--- src/rtl/mul_share_arbiter_pkg.sv ---
// Shared types and constants for the multiplier-sharing arbiter.
//   mul_arb_state_e : controller states
//   mul_owner_t     : requester index (0 = integer M unit, 1 = FPU mantissa path)
//   mul_req_s       : request bundle at the default operand/tag widths
//   is_onehot2      : true when exactly one of two bits is set
package mul_share_arbiter_pkg;

    localparam int MUL_XLEN        = 32;
    localparam int MUL_TAG_W       = 4;
    // Cycles from request accept to resp_valid_o with a 10-cycle multiplier.
    localparam int MUL_NOMINAL_LAT = 11;

    typedef enum logic [2:0] {
        IDLE,
        ISSUE,
        BUSY,
        FLUSH,
        RESP
    } mul_arb_state_e;

    typedef logic mul_owner_t;

    typedef struct packed {
        logic [MUL_XLEN-1:0]  a;
        logic [MUL_XLEN-1:0]  b;
        logic [MUL_TAG_W-1:0] tag;
    } mul_req_s;

    function automatic logic is_onehot2(input logic [1:0] v);
        return ^v;
    endfunction

endpackage

--- src/rtl/mul_share_arbiter_rr_arbiter_2.sv ---
// Two-input round-robin grant, purely combinational.
//   i_ptr    : preferred requester when both request (0 = port 0)
//   i_req    : request vector, bit n = port n
//   o_grant  : grant vector, at most one bit set
//   o_onehot : a grant is being given this cycle
module rr_arbiter_2
    import mul_share_arbiter_pkg::*;
(
    input  logic       i_ptr,
    input  logic [1:0] i_req,
    output logic [1:0] o_grant,
    output logic       o_onehot
);

    always_comb begin
        o_grant = i_req;
        if (i_req == 2'b11) begin
            o_grant = i_ptr ? 2'b10 : 2'b01;
        end
    end

    assign o_onehot = is_onehot2(o_grant);

endmodule

--- src/rtl/mul_share_arbiter.sv ---
// Time-shares one iterative signed multiplier between two requesters
// (port 0: integer M unit, port 1: FPU mantissa path). One operation is
// outstanding at a time; a watchdog flushes the multiplier and returns an
// error response when no result arrives.
//
// State | meaning
// IDLE  | waiting for a request, round-robin grant offered
// ISSUE | multiplier loads the captured operands, timer cleared
// BUSY  | multiplier running, timer counting up
// FLUSH | two cycles: multiplier reset asserted, then released with clock gated
// RESP  | response presented, held until resp_ready_i
//
// Ports:
//   clk_i, rst_i               clock, synchronous active-high reset
//   req{0,1}_*                 requester valid/ready handshake, operands, tag
//   resp_*                     response handshake, owner, tag, product, error
//   mul_multiplier_o/_multiplicand_o, mul_clk_en_o, mul_rst_n_o
//                              operand and control outputs to the multiplier
//   mul_result_i, mul_valid_i  multiplier product and one-cycle done strobe
//   busy_o                     controller not idle
module mul_share_arbiter
    import mul_share_arbiter_pkg::*;
#(
    parameter int XLEN    = MUL_XLEN,
    parameter int TAG_W   = MUL_TAG_W,
    parameter int TIMEOUT = 16
) (
    input  logic              clk_i,
    input  logic              rst_i,

    input  logic              req0_valid_i,
    output logic              req0_ready_o,
    input  logic [XLEN-1:0]   req0_a_i,
    input  logic [XLEN-1:0]   req0_b_i,
    input  logic [TAG_W-1:0]  req0_tag_i,

    input  logic              req1_valid_i,
    output logic              req1_ready_o,
    input  logic [XLEN-1:0]   req1_a_i,
    input  logic [XLEN-1:0]   req1_b_i,
    input  logic [TAG_W-1:0]  req1_tag_i,

    output logic              resp_valid_o,
    input  logic              resp_ready_i,
    output logic              resp_owner_o,
    output logic [TAG_W-1:0]  resp_tag_o,
    output logic [2*XLEN-1:0] resp_result_o,
    output logic              resp_error_o,

    output logic [XLEN-1:0]   mul_multiplier_o,
    output logic [XLEN-1:0]   mul_multiplicand_o,
    output logic              mul_clk_en_o,
    output logic              mul_rst_n_o,
    input  logic [2*XLEN-1:0] mul_result_i,
    input  logic              mul_valid_i,

    output logic              busy_o
);

    localparam int               TMR_W    = $clog2(TIMEOUT + 1);
    localparam logic [TMR_W-1:0] TMR_LAST = TMR_W'(TIMEOUT - 1);

    mul_arb_state_e    r_state;
    mul_owner_t        r_rr_ptr;
    mul_owner_t        r_owner;
    logic [XLEN-1:0]   r_a;
    logic [XLEN-1:0]   r_b;
    logic [TAG_W-1:0]  r_tag;
    logic [2*XLEN-1:0] r_result;
    logic              r_error;
    logic [TMR_W-1:0]  r_timer;
    // Low in the first FLUSH cycle (reset asserted), high in the second.
    logic              r_flush_rel;

    logic [1:0]        w_grant;
    logic              w_grant_ok;
    logic              w_accept;

    rr_arbiter_2 u_rr (
        .i_ptr    (r_rr_ptr),
        .i_req    ({req1_valid_i, req0_valid_i}),
        .o_grant  (w_grant),
        .o_onehot (w_grant_ok)
    );

    assign w_accept     = (r_state == IDLE) && w_grant_ok;
    assign req0_ready_o = !rst_i && (r_state == IDLE) && w_grant[0];
    assign req1_ready_o = !rst_i && (r_state == IDLE) && w_grant[1];

    always_ff @(posedge clk_i) begin
        if (rst_i) begin
            r_state     <= IDLE;
            r_rr_ptr    <= 1'b0;
            r_owner     <= 1'b0;
            r_a         <= '0;
            r_b         <= '0;
            r_tag       <= '0;
            r_result    <= '0;
            r_error     <= 1'b0;
            r_timer     <= '0;
            r_flush_rel <= 1'b0;
        end else begin
            case (r_state)
                IDLE: begin
                    if (w_accept) begin
                        r_owner  <= w_grant[1];
                        r_rr_ptr <= !w_grant[1];
                        r_a      <= w_grant[1] ? req1_a_i   : req0_a_i;
                        r_b      <= w_grant[1] ? req1_b_i   : req0_b_i;
                        r_tag    <= w_grant[1] ? req1_tag_i : req0_tag_i;
                        r_result <= '0;
                        r_error  <= 1'b0;
                        r_state  <= ISSUE;
                    end
                end
                ISSUE: begin
                    r_timer <= '0;
                    r_state <= BUSY;
                end
                BUSY: begin
                    r_timer <= r_timer + TMR_W'(1);
                    // A result arriving on the last allowed cycle still wins.
                    if (mul_valid_i) begin
                        r_result <= mul_result_i;
                        r_error  <= 1'b0;
                        r_state  <= RESP;
                    end else if (r_timer == TMR_LAST) begin
                        r_flush_rel <= 1'b0;
                        r_state     <= FLUSH;
                    end
                end
                FLUSH: begin
                    if (!r_flush_rel) begin
                        r_flush_rel <= 1'b1;
                    end else begin
                        r_result <= '0;
                        r_error  <= 1'b1;
                        r_state  <= RESP;
                    end
                end
                RESP: begin
                    if (resp_ready_i) begin
                        r_state <= IDLE;
                    end
                end
                default: r_state <= IDLE;
            endcase
        end
    end

    assign resp_valid_o       = (r_state == RESP);
    assign resp_owner_o       = r_owner;
    assign resp_tag_o         = r_tag;
    assign resp_result_o      = r_result;
    assign resp_error_o       = r_error;

    assign mul_multiplier_o   = r_a;
    assign mul_multiplicand_o = r_b;
    // Clock stays enabled through the BUSY cycle that sees mul_valid_i so the
    // multiplier can step back to its own idle state.
    assign mul_clk_en_o       = !rst_i && ((r_state == ISSUE) || (r_state == BUSY));
    assign mul_rst_n_o        = !rst_i && !((r_state == FLUSH) && !r_flush_rel);

    assign busy_o             = (r_state != IDLE);

endmodule

--- config.mk ---
export PLATFORM = sky130hd
export DESIGN_NAME = mul_share_arbiter
export DESIGN_NICKNAME = d
export VERILOG_FILES = /design/src/rtl/mul_share_arbiter_pkg.sv /design/src/rtl/mul_share_arbiter_rr_arbiter_2.sv /design/src/rtl/mul_share_arbiter.sv
export SDC_FILE = /design/constraint.sdc
export NUM_CORES = 1
export LEC_CHECK = 0
export ABC_CLOCK_PERIOD_IN_PS = 4350
export CORE_AREA = 2 2 135 137
export CTS_CLUSTER_SIZE = 10
export DETAILED_ROUTE_END_ITERATION = 8
export DIE_AREA = 0 0 137 139
export GPL_TIMING_DRIVEN = 0
export PLACE_DENSITY_LB_ADDON = 0.08
export SKIP_CTS_REPAIR_TIMING = 1
export SLEW_MARGIN = 20
export SYNTH_ARGS = -nofsm -noshare
export SYNTH_HDL_FRONTEND = slang
export SYNTH_SLANG_ARGS = --single-unit
export TNS_END_PERCENT = 5
--- constraint.sdc ---
create_clock -name clk_i -period 4.35 [get_ports clk_i]
set_input_delay 1.0875 -clock clk_i [delete_from_list [all_inputs] [get_ports clk_i]]
set_output_delay 1.0875 -clock clk_i [all_outputs]
set_load 0.03 [all_outputs]
==> flow_summary.ini <==
; physical design summary
[outcome]
status = finished clean

[critical_path]
critical-path-top-delay-family = buffers and inverters
cp_slowest_cell = clkdlybuf4s50_1
crit_chain = clkdlybuf4s50_1 > a2111oi_4 > buf_6 > nor2b_1 > clkdlybuf4s50_1
r2r_setup_slack_ns = 2.30
slowest_delay_ns = 0.71
worst_ep_arrival_time_ns = 3.05
cp.required_ns = 3.26
worstSetupEndpointType = primary output
crit_buf_inv = 3
rr_worst_depth = 6
r2r_end = resp_result_o[48]
worst_path_most_repeated_cell = clkdlybuf4s50_1
rr_startpoint = r_state[2]
path_max_fanout = 10
crit_type = in -> out
worstSetupStartpointType = input port
cp-startpoint = req0_valid_i

[final_timing]
report.final.slew_viol_count = 0
setup_viol = 0
hold_viol_final = 0
rsz0062_at_grt = false
holdWs_ns = 0.465
worstMarginPinSlew_ns = 0.766
period_needed_ns = 4.14
fin_skew_ns = 0.00906
fmax_ghz = 0.242
timing.final.crit_share = 0.951
relSlewSlack = 0.488

[place]
io_buffer_count = 345
gp_congestion = 0.771
place_hpwl_um = 15600
dpl_cell_area_um2 = 9650

[global_routing]
grt_pass1_vias = 5688
grt_overflow = 0
grt_max_degree = 17
grt_pass1_wl_um = 31100
grt_antenna_before_repair = 0

[synth]
ys_warn_count = 0
netlist_area_um2 = 5910
synth_cells = 607
synth_area_per_cell_um2 = 9.74
synth-edff-count = 0
ys_async_sr_fraction = 0
synth_seq_share = 0.487
yosysUniqueCellTypes = 36
flop_cell = dfxtp_1
synth_nets = 815
ys_cells = 607
yosysChipArea_um2 = 5910
numSynthFlops = 144

[routing]
via_per_inst = 4.83
drt_pass1_iterations = 6
drc = 0
initialDrtViolationCount = 497
postRouteAntennaNets = 0

[power_and_ir_drop]
p_leak_nw = 3.94
peakVddDrop_v = 0.000360
powerDensity_nw_per_um2 = 590

[floorplanning]
chipWidth_um = 137
dieHeight_um = 139
core_um2 = 17700
chip_area_um2 = 19000
rows = 49
fp_util = 0.335
pin_count = 346

[final_layout]
diodes = 0
area_growth_pct = 73.9
fillers = 1590
lay_top_count = clkdlybuf4s50_1
final_layout_top_logic_cells = 343 x clkdlybuf4s50_1, 144 x dfxtp_1, 80 x nor2_1
stdcell_area_um2 = 10300
drive_above_1_share = 0.0721
nets = 1180

[job]
tool_warnings = 26
maxCapViolCount = 0

[min_path]
worstHoldPathType = reg -> reg
worstHoldEndpoint = resp_owner_o
whs_path_depth = 2
hp-start = resp_owner_o

[clock_network]
cts_buffer_depth = 2
root_buffer = clkbuf_16
clkSlewWorstSetupHoldPaths_ns = 0.06
htree_levels = 4
cts_tree = built
-- cell families after synthesis --
logic type      count (synthesis)  share of synthesized area
simple gates                  238                      0.187
flops                         144                      0.487
compound gates                 89                      0.141
mux                            69                      0.117
buf+inv                        64                     0.0614
fa+ha+maj                       2                    0.00423
xor+xnor                        1                    0.00148
-- metal layers --
layer | share of wire | wire (um) | vias up | GRT usage
li1 | - | - | 2911 | -
met1 | 0.40 | 8400 | 2710 | 0.244
met4 | 0.015 | 316 | 0 | 0.0678
met3 | 0.086 | 1800 | 23 | 0.0691
met2 | 0.50 | 10300 | 222 | 0.364
met5 | 0 | 0 | - | 0
-- worst min-delay path: stages (launching register included) --
cell and delay (ns):
dfxtp_1 0.31, inv_1 0.05, a211oi_1 0.05
-- registers in the layout, summed over array words and instances, names as in the netlist --
signal / count
resp_owner_o: 1
r_state: 3
mul_multiplier_o: 32
resp_error_o: 1
resp_tag_o: 4
mul_multiplicand_o: 32
resp_result_o: 64
r_rr_ptr: 1
r_flush_rel: 1
r_timer: 5
-- per-stage QoR --
step,TNS (ns),std cells,setup slack [ns],power [mW],utilization
after global placement,-1.34,1181,-0.639,4.59,0.547
after floorplan,0,607,0.900,3.55,-
after CTS,-1.42,1213,-0.667,6.12,0.581
after detailed placement,-1.40,1181,-0.661,4.59,0.547
after global routing,0,1214,0.111,6.37,0.582
final,0,1214,0.213,6.07,0.582
-- worst max-delay path by stage --
stage / endpoint / depth (start not counted)
after floorplan: req1_ready_o / 3
after global placement: mul_rst_n_o / 6
after detailed placement: mul_rst_n_o / 6
after CTS: mul_rst_n_o / 6
after global routing: req1_ready_o / 5
final: req1_ready_o / 5
-- report_power, final --
part | switching, mW | total [mW] | internal [mW]
combinational | 1.57 | 2.84 | 1.27
sequential | 0.131 | 1.71 | 1.58
clock | 0.590 | 1.51 | 0.922
total | 2.29 | 6.07 | 3.78
-- synth_stat cells, types with 2 or more instances --
| cell type | number | area, um2 |
|---|---|---|
| nor3_1 | 5 | 25.0 |
| a211oi_1 | 3 | 22.5 |
| ha_1 | 2 | 25.0 |
| clkbuf_1 | 24 | 90.1 |
| o22ai_1 | 2 | 12.5 |
| o21ai_0 | 3 | 15.0 |
| mux2i_1 | 67 | 671 |
| nand2_1 | 71 | 267 |
| inv_1 | 8 | 30.0 |
| a222oi_1 | 68 | 681 |
| a22oi_1 | 3 | 22.5 |
| a21oi_1 | 5 | 25.0 |
| buf_6 | 13 | 146 |
| buf_2 | 17 | 85.1 |
| nor2b_1 | 4 | 25.0 |
| nor2_1 | 80 | 300 |
| nand2b_1 | 69 | 432 |
| and3_1 | 2 | 12.5 |
| dfxtp_1 | 144 | 2880 |
-- layout make-up --
type	count	area, um2	share of cell area
repair buffers	347	3470	0.338
flip-flops and latches	144	2880	0.280
multi-input cells	399	2670	0.260
clock buffers	20	447	0.0434
plain buffers	55	337	0.0327
well taps	229	287	0.0279
clock inverters	12	158	0.0153
inverters	8	30.0	0.00292
**Clock nets**

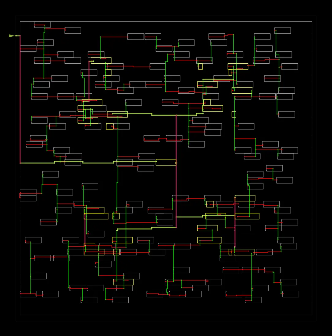
CTS buffer count: 17
Flops: 144
clock sinks: 144
Insertion Delay late pin: 0.42 ns

**Where the registers sit**

(3 px per um) Other sequential cells in the stronger grey, the rest of the logic in the fainter grey.
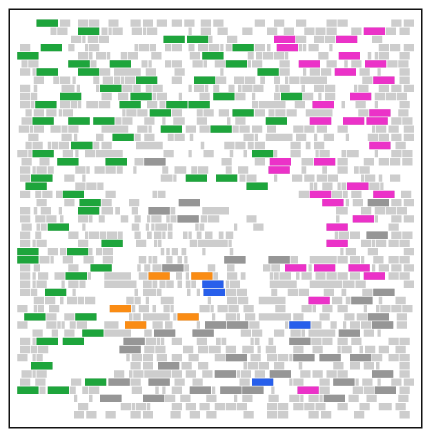
legend:
  blue:
    name_in_the_netlist: resp_tag_o
    placed_flops: 4
  magenta:
    name_in_the_netlist: mul_multiplicand_o
    placed_flops: 32
  green:
    name_in_the_netlist: resp_result_o
    placed_flops: 64
  orange:
    name_in_the_netlist: r_timer
    placed_flops: 5
not coloured: 39
Util after Layout: 0.582
Storage cell area: 2880 um2
flop share of the area: 0.280
Sequential Power: 1.71 mW

**Signal wires on met4**

(4 px per um) Supply wires on this layer in grey.
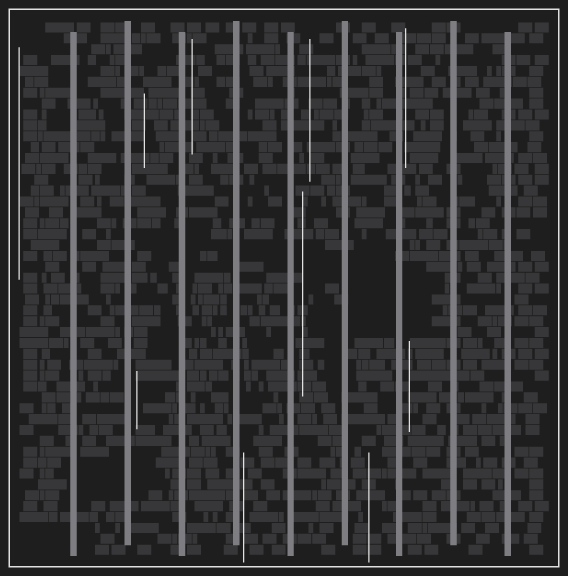
share of all routed wire: 1.5%
wire length on this layer: 317 um
main direction: vertical
nets with wire on the layer: 7
longest straight run: 57.8 um
Routed WL: 20800 um
vias post-DR: 5866

**Signal wires by layer**

(3 px per um)
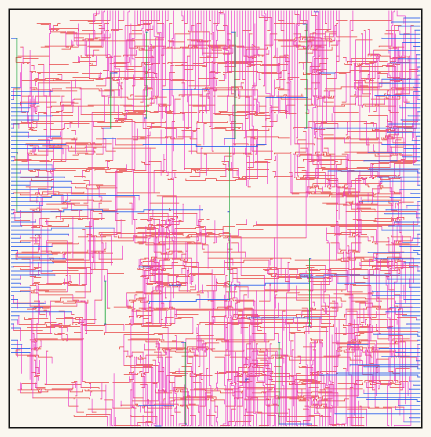
legend:
  red:
    layer: M1
    wire_length: 8400 um
  green:
    layer: M4
    wire_length: 317 um
  blue:
    layer: M3
    wire_length: 1800 um
  magenta:
    layer: M2
    wire_length: 10300 um
post-DR wirelength/cell: 17.2 um
GRT Total Usage: 0.211

Power figures rest on the tool's default switching activity, not on a simulated workload.
